Figure 1. M1 wires.
Bar = 100 µm.
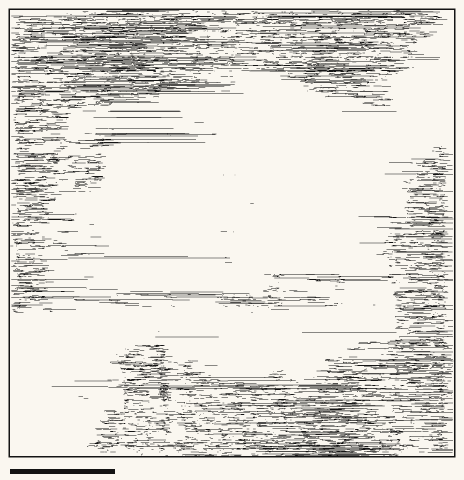
Figure 2. Signal wires on met2.
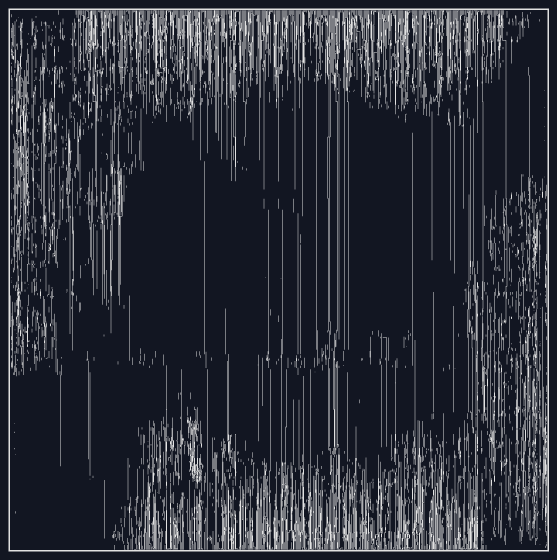
Figure 3. M3 wires.
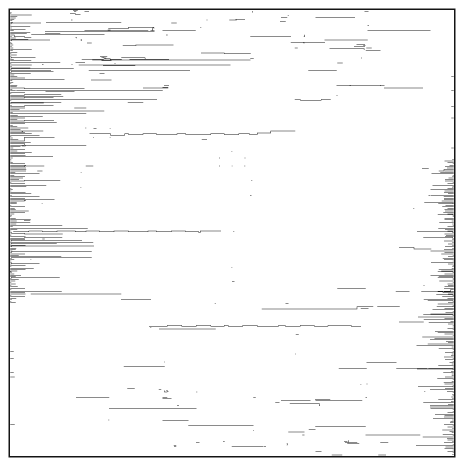
Figure 4. Metal 4.
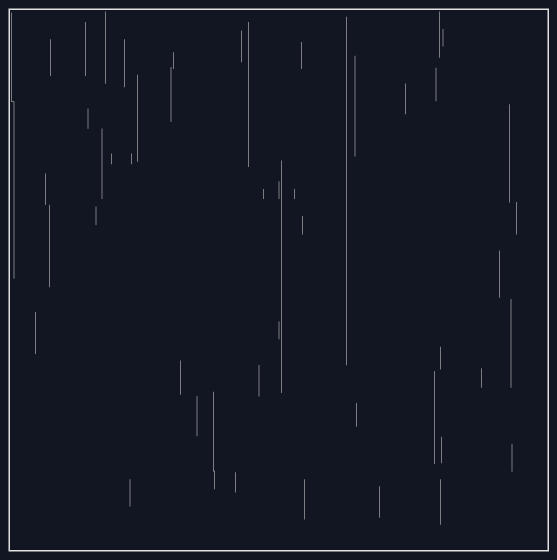
Figure 5. Track usage over the die.
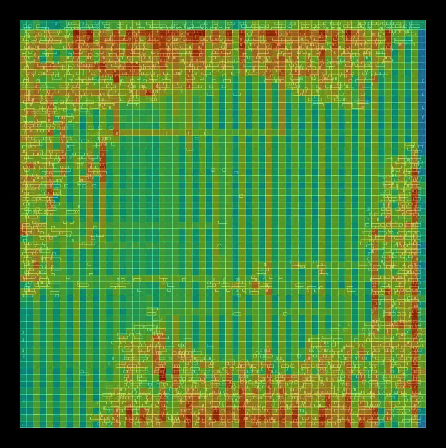
Design bs_wqe_wrr_sched, sky130hd; sources not shown.
==> results.tsv <==
metric	value	unit
register area	13670	µm²
share of layout cells above drive strength 1	0.06153	
most frequent cells in the layout	1555 x nand2_1, 1045 x clkdlybuf4s50_1, 542 x dfrtp_1	
total CTS buffers	76	
Post-CTS Setup Inserts	0	
HP Class	in2reg	
logic area	6753	µm²
Setup Viol. Count Final	0	
Dominant comb cell	simple AND/OR/NAND/NOR gates	
RePlAce Congestion	0.8566	
DR top layer	met4	
sequential power	0.0109	W
Buf/Inv on CP	2	
die area	178900	µm²
Post-Syn Area	20960	µm²
Slew Limit Fails	0	
# Taps	2340	
P_comb	0.0159	W
Pleak	17.20	nW
OpenROAD warning count	31	
top power group	combinational cells	
final worst path period share	0.7970	
r2r worst-path depth	11	
number of global-route vias before repair	19560	
Post-synth regs	546	
outcome	finished, final reports clean	
critical path endpoint category	register	
Final ANT Viol Nets	0	
ClkCell Share	0.06751	
crit-path max FO	10	
adder share	0.0005971	
Post-synth EDFFs	0	
Fin. Hold Viols	0	
GRT overflow	0	
Multi-In Gates	1678	
FP Core Util	0.1198	
About Figure 1:
wire length on this layer = 46.8 mm
main direction = horizontal
share of all routed wire = 41%
met1 Track Usage GR: 0.1503
via count: 19390
DRT Wirelength: 114600 µm

About Figure 2:
longest straight run = 235 µm
nets with wire on the layer = 3138
GR Layer Usage met2: 0.2102

About Figure 3:
main direction = horizontal
share of all routed wire = 8.0%
grt met3 use: 0.04305

About Figure 4:
longest straight run = 273 µm
wire length on this layer = 2230 µm
nets with wire on the layer = 24
main direction = vertical
share of all routed wire = 2.0%

About Figure 5:
Wirelength per Cell: 19.73 µm
GRT Total Usage: 0.1244
final core utilization: 0.2119
gr busiest metal: met2

## cells in the mapped netlist (2+ instances only)
cell type	number
nor3b_1	2
nand2b_1	2
o221ai_2	2
inv_1	2
nand3b_1	2
a21oi_1	5
nand2_1	1556
nor2_1	8
o21ai_0	8
or4_1	2
mux2_2	19
clkbuf_1	113
mux2i_1	8
or3_1	2
nor4_1	3
nor2b_1	3
o22ai_1	3
buf_1	3
buf_4	32
dfstp_2	4
dfrtp_1	542
and2_1	2
o31ai_1	2
## what timing repair did
item	CTS	global route
setup endpoints to repair	0	2
hold endpoints to repair	49	0
gates resized	0	5
hold buffers	1	0
## metrics by stage
step	hold slack, ps	power (W)
after floorplan	129.4	0.01791
after global placement	356.2	0.02715
after detailed placement	360.9	0.02715
after CTS	162.2	0.03543
after global routing	205.3	0.03691
final	260.8	0.03471
Power is estimated from default activity; no workload was simulated.
